## src/rtl/comparator_array_2.sv

```systemverilog
// Dictionary match block: compares one input word against every dictionary entry,
// picks the best byte-prefix match (highest index on ties) and registers the result.
module comparator_array_2 #(
  parameter int INPUT_WORD = 32,
  parameter int DICT_ENTRY = 16,
  parameter int DICT_WORD  = 32,
  localparam int LOC_W     = $clog2(DICT_ENTRY)
) (
  input  logic                             i_clk,
  input  logic                             i_reset,
  input  logic [INPUT_WORD-1:0]            i_input,
  input  logic [INPUT_WORD*DICT_ENTRY-1:0] i_dict,
  output logic [1:0]                       o_type_matched,
  output logic                             o_align,
  output logic [LOC_W-1:0]                 o_location
);

  localparam logic [1:0] CLS_NONE = 2'b00;
  localparam logic [1:0] CLS_MMXX = 2'b01;
  localparam logic [1:0] CLS_MMMX = 2'b10;
  localparam logic [1:0] CLS_FULL = 2'b11;

  // Class of one entry: longest matching byte prefix, most significant byte first.
  function automatic logic [1:0] match_class(input logic [INPUT_WORD-1:0] word,
                                             input logic [DICT_WORD-1:0]  entry);
    logic [1:0] cls;
    cls = CLS_NONE;
    if (word == entry)                  cls = CLS_FULL;
    else if (word[31:8]  == entry[31:8])  cls = CLS_MMMX;
    else if (word[31:16] == entry[31:16]) cls = CLS_MMXX;
    return cls;
  endfunction

  logic [1:0]       type_matched_d, type_matched_q;
  logic             align_d, align_q;
  logic [LOC_W-1:0] location_d, location_q;

  // Ascending scan with >= lets a later (higher-index) entry of equal class win.
  always_comb begin
    logic [1:0] cls;
    type_matched_d = CLS_NONE;
    location_d     = '0;
    cls            = CLS_NONE;
    for (int k = 0; k < DICT_ENTRY; k++) begin
      cls = match_class(i_input, i_dict[(DICT_ENTRY-1-k)*DICT_WORD +: DICT_WORD]);
      if (cls != CLS_NONE && cls >= type_matched_d) begin
        type_matched_d = cls;
        location_d     = LOC_W'(k);
      end
    end
    align_d = (type_matched_d != CLS_NONE);
  end

  // Output register stage; reset clears every output and discards that cycle's compare.
  always_ff @(posedge i_clk) begin
    if (i_reset) begin
      type_matched_q <= CLS_NONE;
      align_q        <= 1'b0;
      location_q     <= '0;
    end else begin
      type_matched_q <= type_matched_d;
      align_q        <= align_d;
      location_q     <= location_d;
    end
  end

  assign o_type_matched = type_matched_q;
  assign o_align        = align_q;
  assign o_location     = location_q;

endmodule

```

## config.mk

```make
export PLATFORM = sky130hd
export DESIGN_NAME = comparator_array_2
export DESIGN_NICKNAME = d
export VERILOG_FILES = /design/src/rtl/comparator_array_2.sv
export SDC_FILE = /design/constraint.sdc
export NUM_CORES = 1
export LEC_CHECK = 0
export CAP_MARGIN = 20
export CORE_AREA = 5 5 212 214
export CTS_BUF_LIST = sky130_fd_sc_hd__clkbuf_4
export CTS_CLUSTER_SIZE = 12
export DETAILED_ROUTE_END_ITERATION = 12
export DIE_AREA = 0 0 217 219
export SLEW_MARGIN = 10
export SYNTH_ARGS = -nofsm -noshare
export SYNTH_HDL_FRONTEND = slang
export SYNTH_SLANG_ARGS = --single-unit
export TNS_END_PERCENT = 100
```

## constraint.sdc

```tcl
create_clock -name i_clk -period 21.5 [get_ports i_clk]
set_clock_uncertainty 0.1 [all_clocks]
set_input_delay 4.3 -clock i_clk [delete_from_list [all_inputs] [get_ports i_clk]]
set_output_delay 4.3 -clock i_clk [all_outputs]
set_load 0.01 [all_outputs]
```

==> images/wires.png <==
Two of the layers only.
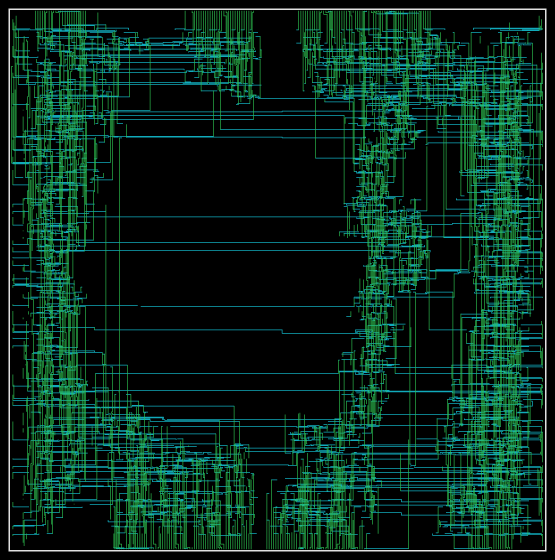
colour	layer	wire length
green	metal 2	22.6 mm
cyan	metal 1	17500 um

==> images/flops_by_reg.png <==
The bar under the picture is 50 um long. Other sequential cells in the stronger grey, the rest of the logic in the fainter grey.
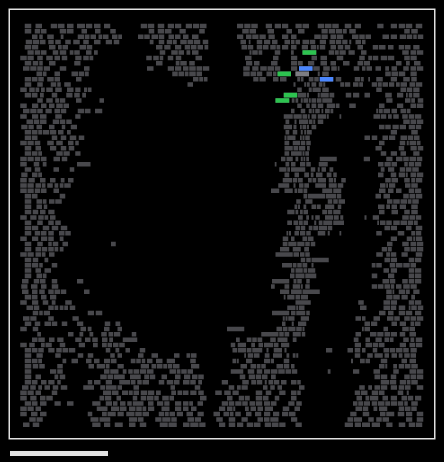
colour	netlist name	flops
blue	o_type_matched	2
green	o_location	4

==> flow_summary_export.csv <==
group,metric,value,unit
run_status,outcome,"finished clean",
floorplan,taps,546,
cells_and_area,syn_to_final_growth,95.3,%
cells_and_area,nonClkBufAreaFrac,43.9,%
synthesis,muxShareOfSynthArea,1.63,%
synthesis,async_reset_ff_share,0,%
synthesis,synth-seq-cells,7,
synthesis,synthCells,973,
worst_hold_path,hold_class,"in2reg",
critical_path,max_stage_delay,0.53,ns
clocking,htreeDepth,1,
synthesis,aoi_share,6.35,%
cells_and_area,finish.utilization,35.2,%
cells_and_area,mostFrequentLayoutCell,"clkdlybuf4s50_1",
critical_path,cp-start-kind,"input pin",
cells_and_area,register_area,140,sq um
sta,post-route-period-util,96.8,%
power_and_ir_drop,p_comb,242,uW
cells_and_area,layoutNonFillerInstCount,2144,
sta,clock.fmax,48.0,MHz
clocking,cts_hold_buffers,0,
power_and_ir_drop,p_clk,13.5,uW
place,placed_cells,2120,
critical_path,critPathBufInv,8,
global_route,antenna_found_initial,0,
cells_and_area,most-common-layout-cells,"526 x clkdlybuf4s50_1, 312 x xor2_1, 192 x xnor2_1",
sta,slew_viol_final,0,
clocking,cts.path.max_buffers,2,
clocking,cts_tree,"yes",
cells_and_area,ff_count,7,
cells_and_area,dominant_cells,"logic gates",
synthesis,synth.distinct_cells,54,
synthesis,synthTopCellsByCount,"312 x xor2_1, 197 x xnor2_1, 84 x nor4_1, 54 x nand4_1, 37 x nor2_1",
cells_and_area,antenna_cells,2,
power_and_ir_drop,seq-power,13.0,uW
critical_path,cp.required,21.53,ns
synthesis,xor_share,58.6,%
drt,firstDrtPassIters,4,
synthesis,flop_cell,"dfxtp_1",
floorplan,die_w,217,um
cells_and_area,fillerInstances,4382,
power_and_ir_drop,p_switching,101,uW
global_route,grt_pass1_vias,10400,
cells_and_area,n_all_inverters,12,
sta,hold_viol,0,
place,io_buffers,552,
cells_and_area,largest_register_ffs,4,
power_and_ir_drop,p_comb_share,90.1,%
sta,worst_pin_slew,1.22,ns
power_and_ir_drop,power-top-group,"combinational cells",
sta,hold_slack,4.65,ns
power_and_ir_drop,power_frac_seq,4.8,%
critical_path,cpMaxStageDelayCell,"clkdlybuf4s50_1",
synthesis,fa_ha_area_share,5.37,%
critical_path,startpoint,"i_input[2]",
floorplan,chipArea,47500,sq um
synthesis,top_cell,"xor2_1",
place,dpl_cell_area,14300,sq um
global_route,grt_usage,17.4,%
cells_and_area,clockBufferCount,4,
cells_and_area,sh_comb_area,50.1,%
place,preCtsSetupSlack,-0.800,ns
power_and_ir_drop,powerDensity,17.9,nW/um^2
sta,setup_ws,0.686,ns
global_route,overflow,0,
synthesis,syn_area_per_cell,7.90,sq um
critical_path,crit_family,"simple AND/OR/NAND/NOR gates",
cells_and_area,postLayoutCellArea,15000,sq um
synthesis,top_cells_by_area,"xor2_1 36%, xnor2_1 22%, nor4_1 6.8%",
place,place_congestion,0.938,
critical_path,crit_type,"in2reg",
cells_and_area,clock_area_share,0.200,%
clocking,postCtsSetupBuffers,2,
==> images/logic_types.png <==
The bar under the picture is 50 um long.
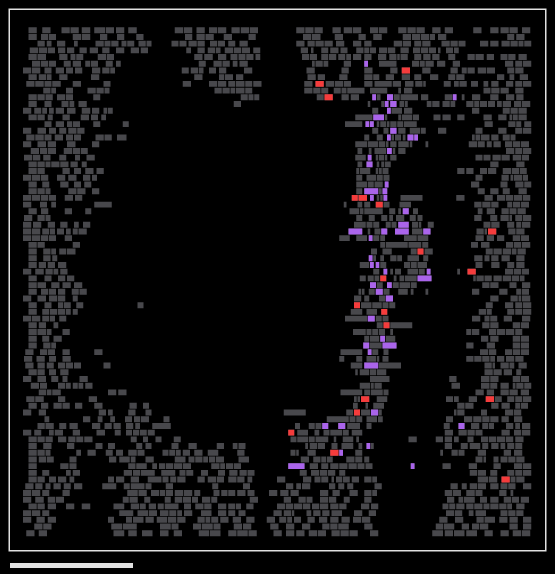
colour	family	cells	most used
purple	aoi and oai cells	53	a21oi_1
red	non-inverting ao/oa cells	19	a41o_1

[routing by layer]
metal / wire length, um / global-route usage [%] / part of all wire (%)
met3: 3220 / 3.39 / 7.2
met4: 1590 / 4.89 / 3.5
met5: 0 / 0 / 0
met2: 22600 / 32.7 / 50
met1: 17500 / 19.9 / 39
[worst min-delay path by stage]
| stage | startpoint | endpoint | slack, ns | cells after the start |
|---|---|---|---|---|
| finish | i_reset | o_align | 4.65 | 2 |
| global route | i_reset | o_align | 4.67 | 2 |
| CTS | i_reset | o_align | 4.64 | 2 |
| detailed placement | i_reset | o_align | 4.90 | 2 |
| global placement | i_reset | o_location[1] | 4.89 | 2 |
| floorplan | i_reset | o_align | 4.27 | 1 |
Power and IR drop assume default switching activity.
